$ cat src/rtl/vta_ctrl_regs.sv
// AXI4-Lite control/status register file for a VTA compute engine (CTRL, CYCLES, LEN, NUM_PTR pointers).
// Optional macro VTA_CTRL_IRQ_EN adds the irq output, CTRL.ie (bit2) and write-one-to-clear of done (bit1).
module vta_ctrl_regs #(
    parameter int AXI_ADDR_WIDTH = 8,
    parameter int DATA_WIDTH     = 32,
    parameter int NUM_PTR        = 3
) (
    input  logic                      clk,
    input  logic                      rst_n,
    input  logic [AXI_ADDR_WIDTH-1:0] s_awaddr,
    input  logic                      s_awvalid,
    output logic                      s_awready,
    input  logic [DATA_WIDTH-1:0]     s_wdata,
    input  logic [DATA_WIDTH/8-1:0]   s_wstrb,
    input  logic                      s_wvalid,
    output logic                      s_wready,
    output logic [1:0]                s_bresp,
    output logic                      s_bvalid,
    input  logic                      s_bready,
    input  logic [AXI_ADDR_WIDTH-1:0] s_araddr,
    input  logic                      s_arvalid,
    output logic                      s_arready,
    output logic [DATA_WIDTH-1:0]     s_rdata,
    output logic [1:0]                s_rresp,
    output logic                      s_rvalid,
    input  logic                      s_rready,
    output logic                      launch,
    input  logic                      finish,
    output logic [DATA_WIDTH-1:0]     len,
`ifdef VTA_CTRL_IRQ_EN
    output logic                      irq,
`endif
    output logic [NUM_PTR*32-1:0]     ptr
);

    localparam int unsigned NUM_REGS    = 32'd3 + 32'(NUM_PTR);
    localparam logic [1:0]  RESP_OKAY   = 2'b00;
    localparam logic [1:0]  RESP_SLVERR = 2'b10;

    typedef enum logic [1:0] {W_IDLE = 2'd0, W_ACK = 2'd1, W_RESP = 2'd2} w_state_t;
    typedef enum logic [1:0] {R_IDLE = 2'd0, R_ACK = 2'd1, R_DATA = 2'd2} r_state_t;
    typedef enum logic [1:0] {C_IDLE = 2'd0, C_BUSY = 2'd1, C_DONE = 2'd2} c_state_t;

    w_state_t w_state_r, w_next_s;
    r_state_t r_state_r, r_next_s;
    c_state_t c_state_r, c_next_s;

    logic                  awready_r, bvalid_r, arready_r, rvalid_r, launch_r;
    logic [1:0]            bresp_r, rresp_r;
    logic [DATA_WIDTH-1:0] rdata_r, len_r, cycles_r, rd_data_s, rd_ptr_s, ctrl_rd_s;
    logic [DATA_WIDTH-1:0] ptr_r [NUM_PTR];
    logic [31:0]           w_idx_s, r_idx_s;
    logic                  w_map_s, r_map_s, wr_en_s, wr_ctrl_s, start_s, clr_s, launch_s;
    logic                  busy_s, done_s, ie_s;
    logic                  unused_addr_s;

    function automatic logic [DATA_WIDTH-1:0] apply_strb(input logic [DATA_WIDTH-1:0] old_v,
                                                         input logic [DATA_WIDTH-1:0] new_v,
                                                         input logic [DATA_WIDTH/8-1:0] strb);
        logic [DATA_WIDTH-1:0] res;
        res = old_v;
        for (int b = 0; b < DATA_WIDTH / 8; b++) begin
            if (strb[b]) res[8*b +: 8] = new_v[8*b +: 8];
            else         res[8*b +: 8] = old_v[8*b +: 8];
        end
        return res;
    endfunction

    assign unused_addr_s = ^{s_awaddr[1:0], s_araddr[1:0]};
    assign w_idx_s   = 32'(s_awaddr[AXI_ADDR_WIDTH-1:2]);
    assign r_idx_s   = 32'(s_araddr[AXI_ADDR_WIDTH-1:2]);
    assign w_map_s   = (w_idx_s < NUM_REGS);
    assign r_map_s   = (r_idx_s < NUM_REGS);
    assign wr_en_s   = (w_state_r == W_ACK);
    assign wr_ctrl_s = wr_en_s && (w_idx_s == 32'd0);
    assign start_s   = wr_ctrl_s && s_wdata[0] && s_wstrb[0];
    assign busy_s    = (c_state_r == C_BUSY);
    assign done_s    = (c_state_r == C_DONE);
    assign ctrl_rd_s = {{(DATA_WIDTH-3){1'b0}}, ie_s, done_s, busy_s};

    // Write channel next-state: accept AW+W together, then hold the response until bready.
    always_comb begin
        w_next_s = w_state_r;
        case (w_state_r)
            W_IDLE:  if (s_awvalid && s_wvalid) w_next_s = W_ACK; else w_next_s = W_IDLE;
            W_ACK:   w_next_s = W_RESP;
            W_RESP:  if (s_bready) w_next_s = W_IDLE; else w_next_s = W_RESP;
            default: w_next_s = W_IDLE;
        endcase
    end

    // Write channel state and registered handshake/response outputs.
    always_ff @(posedge clk or negedge rst_n) begin
        if (!rst_n) begin
            w_state_r <= W_IDLE;
            awready_r <= 1'b0;
            bvalid_r  <= 1'b0;
            bresp_r   <= RESP_OKAY;
        end else begin
            w_state_r <= w_next_s;
            awready_r <= (w_next_s == W_ACK);
            bvalid_r  <= (w_next_s == W_RESP);
            if (wr_en_s) bresp_r <= w_map_s ? RESP_OKAY : RESP_SLVERR;
        end
    end

    // Read channel next-state: single-beat address accept, then hold data until rready.
    always_comb begin
        r_next_s = r_state_r;
        case (r_state_r)
            R_IDLE:  if (s_arvalid) r_next_s = R_ACK; else r_next_s = R_IDLE;
            R_ACK:   r_next_s = R_DATA;
            R_DATA:  if (s_rready) r_next_s = R_IDLE; else r_next_s = R_DATA;
            default: r_next_s = R_IDLE;
        endcase
    end

    // Read data mux; unmapped offsets fall through to zero.
    always_comb begin
        rd_ptr_s = {DATA_WIDTH{1'b0}};
        for (int i = 0; i < NUM_PTR; i++) begin
            rd_ptr_s = rd_ptr_s | ((r_idx_s == 32'd3 + 32'(i)) ? ptr_r[i] : {DATA_WIDTH{1'b0}});
        end
        if (r_idx_s == 32'd0)      rd_data_s = ctrl_rd_s;
        else if (r_idx_s == 32'd1) rd_data_s = cycles_r;
        else if (r_idx_s == 32'd2) rd_data_s = len_r;
        else                       rd_data_s = rd_ptr_s;
    end

    // Read channel state; data and response are captured on the address handshake.
    always_ff @(posedge clk or negedge rst_n) begin
        if (!rst_n) begin
            r_state_r <= R_IDLE;
            arready_r <= 1'b0;
            rvalid_r  <= 1'b0;
            rdata_r   <= {DATA_WIDTH{1'b0}};
            rresp_r   <= RESP_OKAY;
        end else begin
            r_state_r <= r_next_s;
            arready_r <= (r_next_s == R_ACK);
            rvalid_r  <= (r_next_s == R_DATA);
            if (r_state_r == R_ACK) begin
                rdata_r <= rd_data_s;
                rresp_r <= r_map_s ? RESP_OKAY : RESP_SLVERR;
            end
        end
    end

    // Control FSM: finish has priority over a start landing in the same BUSY cycle.
    always_comb begin
        c_next_s = c_state_r;
        launch_s = 1'b0;
        case (c_state_r)
            C_IDLE: begin
                if (start_s) begin c_next_s = C_BUSY; launch_s = 1'b1; end
                else         c_next_s = C_IDLE;
            end
            C_BUSY:  if (finish) c_next_s = C_DONE; else c_next_s = C_BUSY;
            C_DONE: begin
                if (start_s)    begin c_next_s = C_BUSY; launch_s = 1'b1; end
                else if (clr_s) c_next_s = C_IDLE;
                else            c_next_s = C_DONE;
            end
            default: c_next_s = C_IDLE;
        endcase
    end

    // Control state, launch pulse, saturating busy-cycle counter and LEN.
    always_ff @(posedge clk or negedge rst_n) begin
        if (!rst_n) begin
            c_state_r <= C_IDLE;
            launch_r  <= 1'b0;
            cycles_r  <= {DATA_WIDTH{1'b0}};
            len_r     <= {DATA_WIDTH{1'b0}};
        end else begin
            c_state_r <= c_next_s;
            launch_r  <= launch_s;
            if (launch_s)
                cycles_r <= {DATA_WIDTH{1'b0}};
            else if (busy_s) begin
                if (!finish && (cycles_r != {DATA_WIDTH{1'b1}})) cycles_r <= cycles_r + 32'd1;
            end else if (wr_en_s && (w_idx_s == 32'd1))
                cycles_r <= s_wdata;
            if (wr_en_s && (w_idx_s == 32'd2)) len_r <= apply_strb(len_r, s_wdata, s_wstrb);
        end
    end

    for (genvar i = 0; i < NUM_PTR; i++) begin : g_ptr
        localparam int unsigned PTR_IDX = 32'd3 + 32'(i);
        // Pointer register i with byte strobes.
        always_ff @(posedge clk or negedge rst_n) begin
            if (!rst_n)                             ptr_r[i] <= {DATA_WIDTH{1'b0}};
            else if (wr_en_s && w_idx_s == PTR_IDX) ptr_r[i] <= apply_strb(ptr_r[i], s_wdata, s_wstrb);
        end
        assign ptr[32*i +: 32] = ptr_r[i];
    end

`ifdef VTA_CTRL_IRQ_EN
    logic ie_r, irq_r;
    assign clr_s = wr_ctrl_s && s_wdata[1];
    assign ie_s  = ie_r;
    assign irq   = irq_r;
    // Interrupt enable and level interrupt, one cycle behind done.
    always_ff @(posedge clk or negedge rst_n) begin
        if (!rst_n) begin
            ie_r  <= 1'b0;
            irq_r <= 1'b0;
        end else begin
            if (wr_ctrl_s && s_wstrb[0]) ie_r <= s_wdata[2];
            irq_r <= done_s && ie_r;
        end
    end
`else
    assign clr_s = 1'b0;
    assign ie_s  = 1'b0;
`endif

    assign s_awready = awready_r;
    assign s_wready  = awready_r;
    assign s_bvalid  = bvalid_r;
    assign s_bresp   = bresp_r;
    assign s_arready = arready_r;
    assign s_rvalid  = rvalid_r;
    assign s_rdata   = rdata_r;
    assign s_rresp   = rresp_r;
    assign launch    = launch_r;
    assign len       = len_r;

endmodule

$ cat config.mk
export PLATFORM = sky130hd
export DESIGN_NAME = vta_ctrl_regs
export DESIGN_NICKNAME = d
export VERILOG_FILES = /design/src/rtl/vta_ctrl_regs.sv
export SDC_FILE = /design/constraint.sdc
export NUM_CORES = 1
export LEC_CHECK = 0
export ABC_CLOCK_PERIOD_IN_PS = 4000
export CORE_MARGIN = 5
export CORE_UTILIZATION = 54
export CTS_BUF_LIST = sky130_fd_sc_hd__clkbuf_16
export DETAILED_ROUTE_END_ITERATION = 10
export GPL_TIMING_DRIVEN = 0
export PLACE_DENSITY = 0.86
export SYNTH_ARGS = -nofsm -noshare
export SYNTH_HDL_FRONTEND = slang
export SYNTH_SLANG_ARGS = --single-unit
$ cat constraint.sdc
create_clock -name clk -period 4 [get_ports clk]
set_input_delay 0.6 -clock clk [delete_from_list [all_inputs] [get_ports clk]]
set_output_delay 0.6 -clock clk [all_outputs]
set_load 0.1 [all_outputs]
Fig. 1: run 1, routed metal, one color a layer
Scale bar: 50 microns.
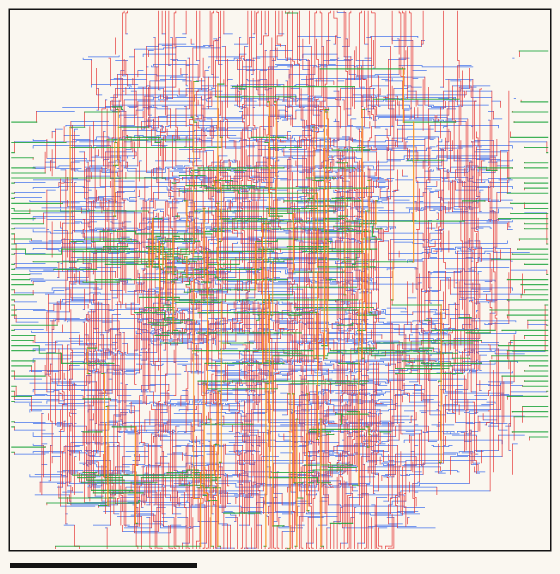
[blue] met1 | wire length: 12500 microns
[red] met2 | wire length: 16100 microns
[orange] met4 | wire length: 1730 microns
[green] met3 | wire length: 3140 microns

Fig. 2: run 1, routing congestion map
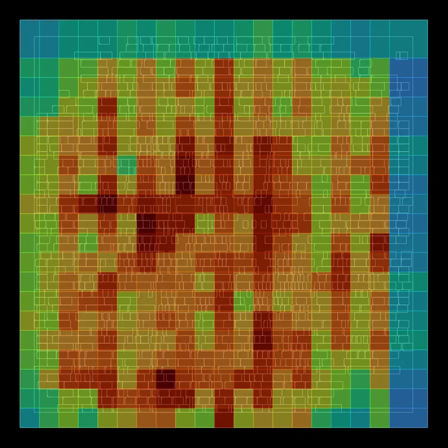
met2 global-route usage: 0.5165
fin util: 0.7292
Global Route Usage Sum: 0.3165

Fig. 3: run 1, clock network drawn from the DEF
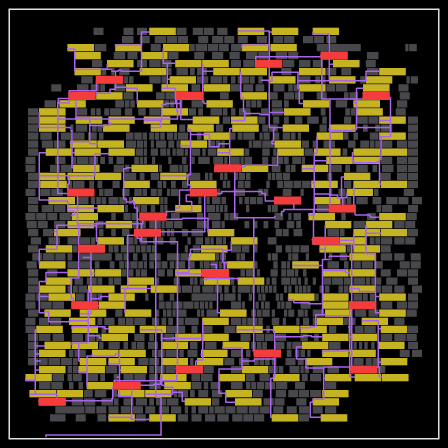
[purple] clock wires | length: 2580 microns
[yellow] flip-flops | count: 205
[red] cells driving clock nets | count: 23
routed clock nets: 24
flops lie: all over the die

==> run 1: layer usage <==
| metal | GRT usage | part of all wire | wire length (microns) | vias to the layer above |
|---|---|---|---|---|
| met2 | 0.5165 | 0.48 | 16050 | 575 |
| met4 | 0.1522 | 0.052 | 1725 | 0 |
| li1 | - | - | - | 3927 |
| met3 | 0.05820 | 0.094 | 3141 | 131 |
| met1 | 0.4097 | 0.37 | 12540 | 4490 |
| met5 | 0 | 0 | 0 | - |
==> run 1: worst max-delay path by stage <==
stage / startpoint / to / depth (start not counted) / slack [ns]
2_1_floorplan: s_awaddr[4] / cycles_r[16] / 6 / 1.59
3_3_place_gp: rst_n / ptr[85] / 1 / -6.08
3_5_place_dp: s_awaddr[6] / ptr[56] / 6 / 0.47
4_1_cts: cycles_r[12] / cycles_r[29] / 8 / 0.97
5_1_grt: cycles_r[12] / cycles_r[29] / 8 / 0.71
6_report: cycles_r[12] / cycles_r[29] / 8 / 0.80
==> run 1: state kept, by name, indices dropped and copies added, names as in the netlist <==
signal     cells
c_state_r      2
cycles_r      32
launch         1
len           32
ptr           96
r_state_r      2
s_arready      1
s_awready      1
s_bresp        1
s_bvalid       1
s_rdata       32
s_rresp        1
s_rvalid       1
w_state_r      2
==> run 1: per-stage QoR <==
| step | worst slack [ns] | cells | power, mW | TNS, ns | util |
|---|---|---|---|---|---|
| after detailed placement | 0.4749 | 1344 | 3.867 | 0 | 0.6888 |
| after global routing | 0.7137 | 1386 | 6.082 | 0 | 0.7292 |
| after global placement | -6.077 | 1343 | 3.836 | -1242.83 | 0.6870 |
| after floorplan | 1.587 | 892 | 3.387 | 0 | - |
| after CTS | 0.9716 | 1386 | 5.904 | 0 | 0.7292 |
| final | 0.7987 | 1386 | 5.898 | 0 | 0.7292 |
==> run 1: cell type report <==
cell class | count | area share
Buffer | 65 | 0.02099
Clock buffer | 23 | 0.04409
Clock inverter | 19 | 0.01141
Inverter | 4 | 0.001150
Multi-Input combinational cell | 618 | 0.3348
Sequential cell | 205 | 0.3929
Tap cell | 229 | 0.02195
Timing Repair Buffer | 223 | 0.1727
==> run 1: Yosys cell counts, drive strengths merged (4+ instances only) <==
cell      n  area, sq um
and4      5        43.79
a31oi     6        37.54
nor2     28        107.6
clkbuf   54        203.9
nand2b    5        31.28
a221oi   32        280.3
nor2b     4        25.02
nand2    55        206.5
buf      11        70.06
nand3    44        220.2
nor4      7        43.79
o31ai    21        157.7
a21oi    55        275.3
nor3b     6        45.04
mux2    128         1441
o22ai     8        62.56
and3     10        62.56
a22oi    33        247.7
nor3     18        95.09
nand4    12        75.07
a211o     5        43.79
dfrtp   205         5130
a22o      5        43.79
inv       4        15.01
o21ai    89        445.4
==> run 1: logic make-up (layout without fill, tap and decap cells) <==
family,Yosys count,in the layout,synth area share
and+or+nand+nor,207,207,0.1109
AOI/OAI and AO/OA,279,279,0.1854
muxes,129,129,0.1483
DFF,205,205,0.5242
other,1,2,0.0003832
adders and majority gates,1,1,0.001278
buffers and inverters,69,334,0.02953
==> run 1: where the power goes <==
part           switching (mW)  total [mW]  leakage [nW]  internal [mW]
Combinational            1.08        1.45          2.45          0.369
Sequential              0.171        2.40          2.78           2.23
Clock                   0.867        2.05         0.359           1.18
==> summary.txt, run 1 <==
Post-CTS Repair Setup Buffers: 0
DR vias/cell: 6.582
Peak VDD IR: 425.0 uV
Clock Tree Buf Depth: 3
Worst setup SP type: register
element type at the critical path end: register
setup violators final: 0
grt ovf: 0
initial drt markers: 853
CP bufs+invs: 3
final slew viol count: 0
initial antenna violation count: 0
most common logic cells in the final layout: clkdlybuf4s50_1 (221), dfrtp_1 (205), mux2_2 (128)
CTS H-tree depth: 1
CP peak stage delay: 0.83 ns
Slew HR: 0.1159
critical path type: register to register
tool warning count: 32
vias in the first global route: 9172
outcome: complete, no violations
PwrDens: 451.8 nW/um^2
Max Cap Viol: 0
placed cell area: 12330 sq um
routability cong.: 0.9825
min-delay worst type: primary input to asynchronous set/reset pin
min Tclk post-route: 3.201 ns
Post-DRT Antenna Nets: 0
Hold WS: 0.07671 ns
Final Skew: 0.01459 ns
R2R Setup Slk: 0.80 ns
flip-flops with a built-in enable: 0
crit-path leading delay family: simple AND/OR/NAND/NOR gates
final WL: 33.46 mm
Hold Fails Final Rpt: 0
synth warn: 0
Reg area: 5130 sq um
Worst Tran Pin Value: 1.314 ns
Reg-to-Reg End: cycles_r[29]
fillers: 1323
Synth Cell Area: 9786 sq um
via count: 9123
CP arrival: 3.63 ns
reg2reg path depth: 8
ys async rst share: 1.000
post-cts hold buffer count: 0
Yosys chip area: 9786 sq um
share of cells above drive strength 1: 0.1573
first-pass GRT wire length: 51.43 mm
chip width: 144.6 microns
Avg Cell Area, Syn: 10.98 sq um
Port Buf Inserts: 222
ant diodes: 0
number of cells in Yosys stat: 891
clk slew on worst S/H paths: 0.06 ns
Synth-to-Final Area Change: 33.41%
crit-path max FO: 10
Reg-to-Reg Start: cycles_r[12]
fp_density: 0.5466
CTS tree: done
Main synth FF type: dfrtp_1
cell row count: 49
WP data required: 4.43 ns
clk sink count: 205
final period utilization: 0.8003
CP max-delay cell: nor4_1
die area: 20910 sq um
Post-synth regs: 205
post-CTS resize count: 0
synthesized instance count: 891
DR WL/cell: 24.14 microns
CP Cell Sequence: clkbuf_1 -> nand4_1 -> nor4_1 -> and4_1 -> buf_2 -> buf_1 -> a211oi_1 -> o22ai_1
core area: 17900 sq um
Clk Latency, worst-skew pair: 0.52 ns
leakage: 5.587 nW
Final #Nets: 1201
register area share after synthesis: 0.5242
Die Y: 144.6 microns
Netlist cell types: 58
First-pass DRT Iterations: 6
pin count of the biggest net entering global routing: 114
total CTS buffers: 23
DRC Markers: 0
Fig. 4: run 1, logic cells by family
Scale bar: 50 microns.
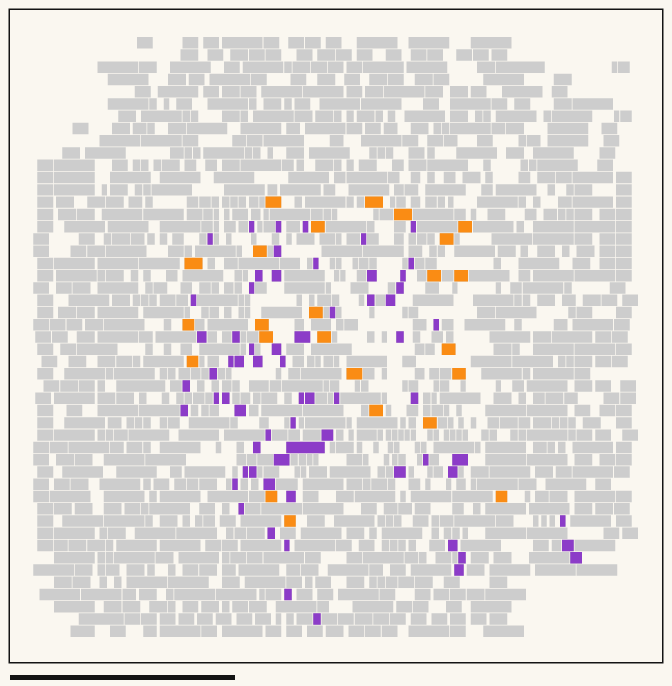

==> run 2, diff against run 1 <==
==> config.mk (replaced) <==
export PLATFORM = sky130hd
export DESIGN_NAME = vta_ctrl_regs
export DESIGN_NICKNAME = d
export VERILOG_FILES = /design/src/rtl/vta_ctrl_regs.sv
export SDC_FILE = /design/constraint.sdc
export NUM_CORES = 1
export LEC_CHECK = 0
export ABC_CLOCK_PERIOD_IN_PS = 3000
export CORE_MARGIN = 5
export CORE_UTILIZATION = 50
export CTS_BUF_LIST = sky130_fd_sc_hd__clkbuf_16
export DETAILED_ROUTE_END_ITERATION = 10
export GPL_TIMING_DRIVEN = 0
export PLACE_DENSITY = 0.8
export SYNTH_ARGS = -nofsm -noshare
export SYNTH_HDL_FRONTEND = slang
export SYNTH_SLANG_ARGS = --single-unit
==> constraint.sdc (replaced) <==
create_clock -name clk -period 3 [get_ports clk]
set_input_delay 0.45 -clock clk [delete_from_list [all_inputs] [get_ports clk]]
set_output_delay 0.45 -clock clk [all_outputs]
set_load 0.1 [all_outputs]
Fig. 5: run 2, logic cells by family
Scale bar: 50 microns.
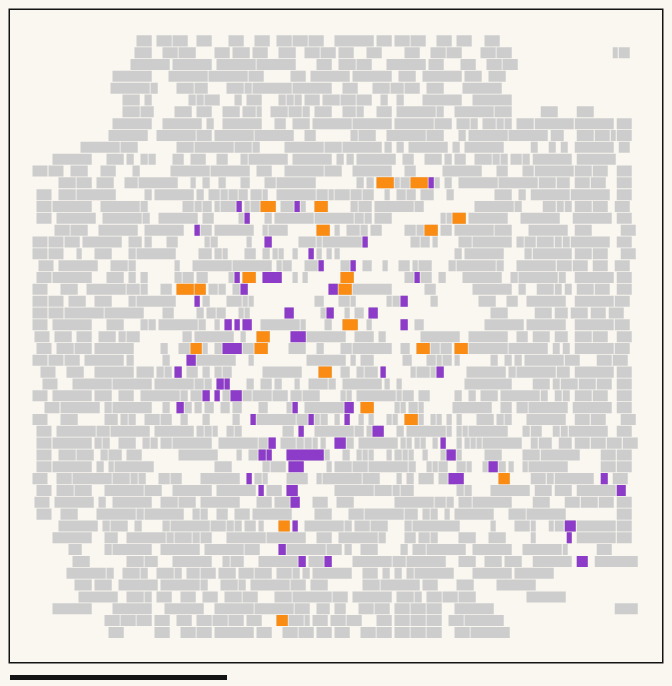
[orange] AND-OR and OR-AND gates | cells: 24
[purple] NOR gates | cells: 66

Fig. 6: run 2, routing congestion map
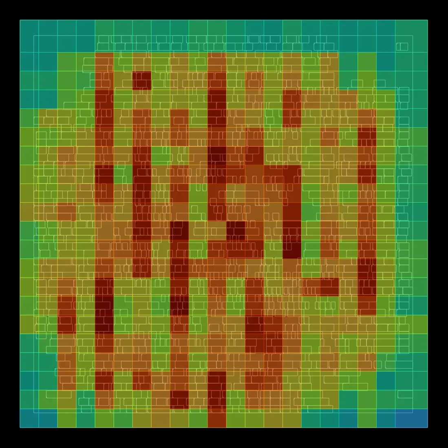
met2 global-route usage: 0.4702
met1 Use GR: 0.3832
M3 GR Usage: 0.05603

Fig. 7: run 2, clock network drawn from the DEF
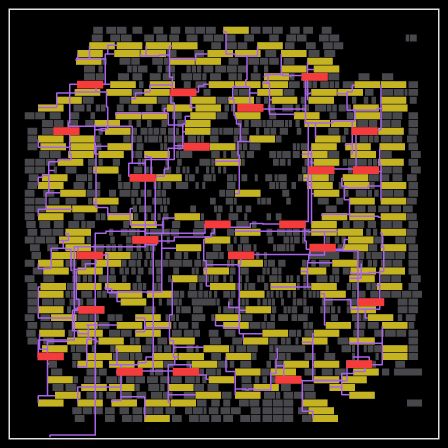
P_clk: 2.70 mW
Clock power frac: 0.344
Clk Latency, worst-skew pair: 0.51 ns
Final Skew: 0.02832 ns

==> summary.txt, run 2 <==
outcome: finished, violations left (was complete, no violations)
failing checks: hold timing
Reg-to-Reg End: cycles_r[6] (was cycles_r[29])
fin util: 0.6780 (was 0.7292)
initial antenna violation count: 1 (was 0)
clk sink count: 205 (unchanged)
fp_density: 0.5061 (was 0.5466)
dominant kind of combinational cell: AND-OR/OR-AND gates (unchanged)
synth cell count leaders: dfrtp_1 (205), mux2_2 (128), o21ai_0 (67) (unchanged)
WP data required: 3.37 ns (was 4.43 ns)
ranking of synthesized cells by area: dfrtp_1 (52%), mux2_2 (15%), o21ai_0 (3.4%), a221oi_1 (2.9%), a21oi_1 (2.8%) (unchanged)
ant diodes: 0 (unchanged)
post-cts hold buffer count: 0 (unchanged)
cell row count: 51 (was 49)
DR vias/cell: 6.296 (was 6.582)
Design Power: 7.829 mW (was 5.898 mW)
Max Cap Viol: 0 (unchanged)
number of cells in Yosys stat: 891 (unchanged)
final period utilization: 0.9987
placed insts: 1380 (was 1344)
crit-path max FO: 8 (was 10)
Final #Nets: 1201 (unchanged)
flip-flops with a built-in enable: 0 (unchanged)
reg2reg path depth: 8 (unchanged)
DRC Markers: 0 (unchanged)
Reg-to-Reg Start: cycles_r[12] (unchanged)
Clock Tree Buf Depth: 3 (unchanged)
Port Buf Inserts: 222 (unchanged)
Synth-to-Final Area Change: 33.96% (was 33.41%)
Finished Layout Cells: 1421 (was 1386)
first-pass GRT wire length: 50.87 mm (was 51.43 mm)
core area: 19330 sq um (was 17900 sq um)
Global Route Usage Sum: 0.2907 (was 0.3165)
DR WL/cell: 23.28 microns (was 24.14 microns)
Hold Fails Final Rpt: 18 (was 0)
Avg Cell Area, Syn: 10.98 sq um (unchanged)
chip width: 149.9 microns (was 144.6 microns)
CTS tree: done (unchanged)
pin count of the biggest net entering global routing: 106 (was 114)
Peak VDD IR: 414.6 uV (was 425.0 uV)
die area: 22470 sq um (was 20910 sq um)
First-pass DRT Iterations: 5 (was 6)
ys async rst share: 1.000 (unchanged)
yosys xor share: 0 (unchanged)
Yosys chip area: 9786 sq um (unchanged)
routability cong.: 0.9600 (was 0.9825)
CP arrival: 3.37 ns (was 3.63 ns)
max FFs per register: 96 (unchanged)
CTS H-tree depth: 1 (unchanged)
fillers: 1502 (was 1323)
share of cells above drive strength 1: 0.1609 (was 0.1573)
Slew HR: 0.3198 (was 0.1159)
synthesized instance count: 891 (unchanged)
simple share: 0.1109 (unchanged)
clk slew on worst S/H paths: 0.06 ns (about the same)
adder share: 0.001279 (unchanged)
grt ovf: 0 (unchanged)
Yosys top cell by instances: dfrtp_1 (unchanged)
Hold WS: -0.03078 ns (was 0.07671 ns)
Main synth FF type: dfrtp_1 (unchanged)
PwrDens: 597.2 nW/um^2 (was 451.8 nW/um^2)
Worst setup SP type: primary input (was register)
most common logic cells in the final layout: clkdlybuf4s50_1 (221), dfrtp_1 (205), mux2_2 (128) (unchanged)
Netlist cell types: 58 (unchanged)
cell taking the most area after synthesis: dfrtp_1 (unchanged)
Post-DRT Antenna Nets: 0 (unchanged)
Worst Tran Pin Value: 1.017 ns (was 1.314 ns)
final slew viol count: 0 (unchanged)
tool warning count: 34 (was 32)
mux cell area share after synthesis: 0.1483 (unchanged)
Setup TNS: 0 ns (unchanged)
setup violators final: 0 (unchanged)
Post-synth regs: 205 (unchanged)
total CTS buffers: 23 (unchanged)
-- run 2: cell count changes in the layout (fill, tap and decap cells not counted) --
cell        delta
clkinv_2       +2
nor4_2         +2
clkinvlp_4     -1
clkinv_1       -6
inv_1          +4
buf_1          -1
nor4_1         -2
clkbuf_2       +1
-- run 2: how the worst max path moves through the flow --
| stage | start | to | slack [ns] | cells after the start |
|---|---|---|---|---|
| after floorplan | w_state_r[1] | cycles_r[16] | 0.73 | 6 |
| after global placement | rst_n | ptr[13] | -7.09 | 1 |
| after detailed placement | s_awaddr[6] | ptr[52] | -0.36 | 6 |
| after CTS | cycles_r[0] | cycles_r[14] | 0.06 | 7 |
| after global routing | s_araddr[6] | s_rdata[14] | 0.003 | 7 |
| final | s_awaddr[6] | ptr[52] | 0.004 | 6 |
-- run 2: layer usage --
| layer | up-vias | routed length [microns] | track usage | share of wire |
|---|---|---|---|---|
| met5 | - | 11 | 0 | 0.00033 |
| met1 | 4460 | 13070 | 0.3832 | 0.40 |
| met3 | 104 | 2717 | 0.05603 | 0.082 |
| met2 | 472 | 15740 | 0.4702 | 0.48 |
| met4 | 2 | 1542 | 0.1272 | 0.047 |
| li1 | 3908 | - | - | - |
-- run 2: through the flow --
| stage | setup WS [ns] | hold slack [ns] | area (sq um) |
|---|---|---|---|
| after CTS | 0.06163 | 0.02126 | 13100 |
| after floorplan | 0.7346 | 0.1544 | 9789 |
| final | 0.003945 | -0.03078 | 13110 |
| after global routing | 0.003200 | 0.05458 | 13110 |
| after global placement | -7.092 | 0.4565 | 12340 |
| after detailed placement | -0.3587 | 0.4663 | 12380 |
-- run 2: critical path, cell delays in order --
cell	delay [ns]
clkdlybuf4s50_1	0.42
nor3_1	0.57
nand2_1	0.19
nor3_1	0.77
nand2_1	0.54
mux2_2	0.43
-- run 2: cells by family after synthesis --
family / after synthesis
AND-OR/OR-AND: 279
AND/OR/NAND/NOR: 207
flip-flops: 205
multiplexers: 129
buffers and inverters: 69
adder cells (fa/ha/maj): 1
other: 1
-- run 2: layout make-up --
class / instances / area share
flip-flops and latches: 205 / 0.3913
multi-input cells: 618 / 0.3344
repair buffers: 223 / 0.1720
clock buffers: 23 / 0.04391
well taps: 265 / 0.02529
plain buffers: 65 / 0.02100
clock inverters: 18 / 0.01098
inverters: 4 / 0.001145
-- run 2: repair_timing --
action                     CTS  global route
resized                      1             2
pin swaps                    0             0
gates cloned                 0             0
setup endpoints to repair   20            17
-- run 2: power breakdown --
part / internal (mW) / switching [mW] / total [mW]
registers: 2.98 / 0.227 / 3.20
clock network: 1.57 / 1.13 / 2.70
logic: 0.492 / 1.44 / 1.93
Fig. 8: run 2, placement density heat map
The die is cut into 15 by 15 equal tiles; dark blue is low, red is high, 0 to 100% covered.
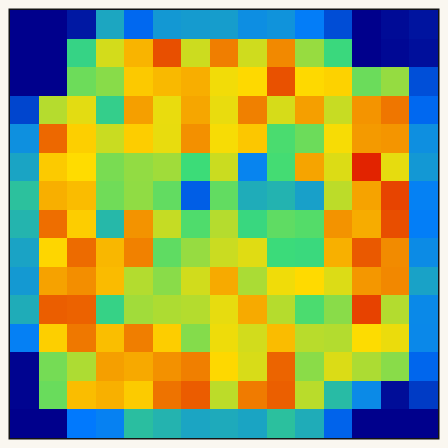

==> run 3, diff against run 2 <==
--- a/config.mk
+++ b/config.mk
@@ -6,6 +6,7 @@
 export NUM_CORES = 1
 export LEC_CHECK = 0
 export ABC_CLOCK_PERIOD_IN_PS = 3000
+export CORE_ASPECT_RATIO = 0.75
 export CORE_MARGIN = 5
 export CORE_UTILIZATION = 50
 export CTS_BUF_LIST = sky130_fd_sc_hd__clkbuf_16
Fig. 9: run 3, placement density heat map
The die is cut into 17 by 13 equal tiles; dark blue is low, red is high, 0 to 100% covered.
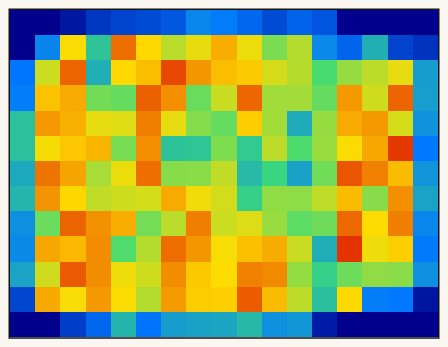
tiles over 75% full: 31%
mean over tiles: 56%
fullest tile: 94%

Fig. 10: run 3, clock network drawn from the DEF
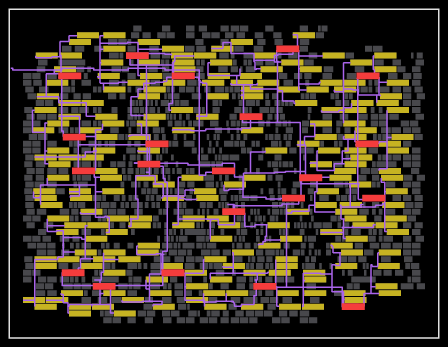
[yellow] flip-flops | count: 205
[red] cells driving clock nets | count: 21
[purple] clock wires | length: 2570 microns
routed clock nets: 22

Fig. 11: run 3, logic cells by family
Scale bar: 50 microns.
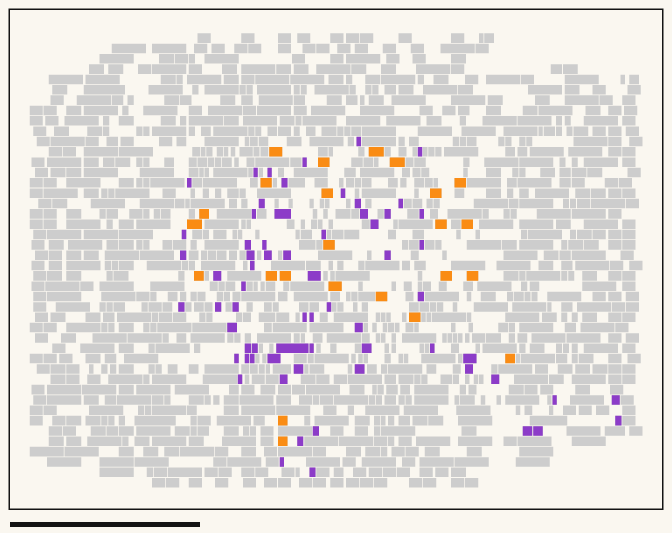
[purple] NOR gates | cells: 66
[orange] AND-OR and OR-AND gates | cells: 24 | where: center

==> summary.txt, run 3 <==
Netlist cell types: 58 (unchanged)
Port Buf Inserts: 222 (unchanged)
DR vias/cell: 6.363 (was 6.296)
outcome: complete, no violations (was finished, violations left)
PwrDens: 588.7 nW/um^2 (was 597.2 nW/um^2)
DRC Markers: 0 (unchanged)
leakage: 5.571 nW (was 5.610 nW)
final WL: 32.89 mm (was 33.07 mm)
M3 GR Usage: 0.06997 (was 0.05603)
fp_density: 0.5064 (was 0.5061)
cell row count: 44 (was 51)
initial drt markers: 963 (was 840)
routability cong.: 0.9630 (was 0.9600)
Max Cap Viol: 0 (unchanged)
yosys xor share: 0 (unchanged)
synth cell count leaders: dfrtp_1 (205), mux2_2 (128), o21ai_0 (67) (unchanged)
Final Skew: 0.006521 ns (was 0.02832 ns)
Worst Tran Pin Value: 1.059 ns (was 1.017 ns)
Final #Nets: 1201 (unchanged)
pin count of the biggest net entering global routing: 114 (was 106)
Worst setup SP type: register (was primary input)
DR WL/cell: 23.40 microns (was 23.28 microns)
mux cell area share after synthesis: 0.1483 (unchanged)
max FFs per register: 96 (unchanged)
GRT busiest layer: met2 (unchanged)
synthesized instance count: 891 (unchanged)
most common logic cells in the final layout: clkdlybuf4s50_1 (221), dfrtp_1 (205), mux2_2 (128) (unchanged)
Slew HR: 0.2886 (was 0.3198)
clk slew on worst S/H paths: 0.06 ns (about the same)
vias in the first global route: 8931 (was 8939)
Synth Cell Area: 9786 sq um (unchanged)
simple share: 0.1109 (unchanged)
Avg Cell Area, Syn: 10.98 sq um (unchanged)
met1 Use GR: 0.4215 (was 0.3832)
crit-path leading delay family: buffers and inverters (was simple AND/OR/NAND/NOR gates)
via count: 8946 (unchanged)
final period utilization: 0.9628 (was 0.9987)
ant diodes: 0 (unchanged)
Top cell area share: 0.5242 (unchanged)
CP max-delay cell: buf_1 (was nor3_1)
synth warn: 0 (unchanged)
final slew viol count: 0 (unchanged)
Main synth FF type: dfrtp_1 (unchanged)
share of cells above drive strength 1: 0.1544 (was 0.1609)
Setup TNS: 0 ns (unchanged)
Global Route Usage Sum: 0.2856 (was 0.2907)
CP peak stage delay: 0.58 ns (was 0.77 ns)
Die Y: 131.2 microns (was 149.9 microns)
critical path type: register to register (was primary input to register)
min Tclk post-route: 2.888 ns (was 2.996 ns)
core area: 19320 sq um (was 19330 sq um)
fin util: 0.6741 (was 0.6780)
Yosys chip area: 9786 sq um (unchanged)
CP bufs+invs: 3 (was 1)
placed cell area: 12360 sq um (was 12380 sq um)
CTS tree: done (unchanged)
CP Cell Sequence: clkbuf_1 -> nand4_1 -> nor4_2 -> and4_1 -> buf_2 -> buf_1 -> a211oi_1 -> o22ai_1 (was clkdlybuf4s50_1 -> nor3_1 -> nand2_1 -> nor3_1 -> nand2_1 -> mux2_2)
chip width: 171.5 microns (was 149.9 microns)
==> run 3: per-stage QoR <==
stage / power, mW / setup WS (ns)
after detailed placement: 5.159 / -0.2594
final: 7.668 / 0.1116
after floorplan: 4.516 / 0.7346
after global routing: 7.902 / 0.03475
after global placement: 5.128 / -7.080
after CTS: 7.670 / 0.01773
==> run 3: worst paths after layout <==
path                               from      endpoint  slack [ns]  cells past startpoint
max                        cycles_r[12]  cycles_r[29]        0.11                      8
min                          s_rresp[1]    s_rresp[1]        0.47                      1
max reg2reg                cycles_r[12]  cycles_r[29]        0.11                      8
min reg2reg                  s_rresp[1]    s_rresp[1]        0.47                      1
max in group asynchronous         rst_n       ptr[45]        1.42                      3
min in group asynchronous         rst_n     s_arready        0.53                      2
==> run 3: cell type report <==
type,count,area (sq um)
flip-flops and latches,205,5130
inverters,4,15.01
plain buffers,65,274.0
repair buffers,225,2270
clock inverters,15,118.9
well taps,253,316.6
clock buffers,21,525.5
fillers,1499,6297
multi-input cells,618,4377
==> run 3: cell families (layout without fill, tap and decap cells) <==
logic type,count (synthesis),count (layout)
AND-OR/OR-AND,279,279
multiplexers,129,129
flip-flops,205,205
other,1,2
AND/OR/NAND/NOR,207,207
buffers and inverters,69,330
adder cells (fa/ha/maj),1,1
==> run 3: what timing repair did <==
item                                    4_1_cts  5_1_grt
endpoints found under the setup margin        1        0
hold endpoints to repair                     44        0
resized                                       1        0
hold buffers                                  1        0
==> run 3: power by group <==
group / internal (mW) / switching, mW
sequential: 2.98 / 0.229
combinational: 0.493 / 1.44
clock: 1.44 / 1.09
total: 4.91 / 2.76
==> run 3: metal layers <==
layer	part of all wire	wire length, microns	vias up
met2	0.44	14490	555
met1	0.43	13980	4404
li1	-	-	3904
met4	0.028	916	2
met5	0.00040	13	-
met3	0.11	3491	81
Power and IR drop assume default switching activity.
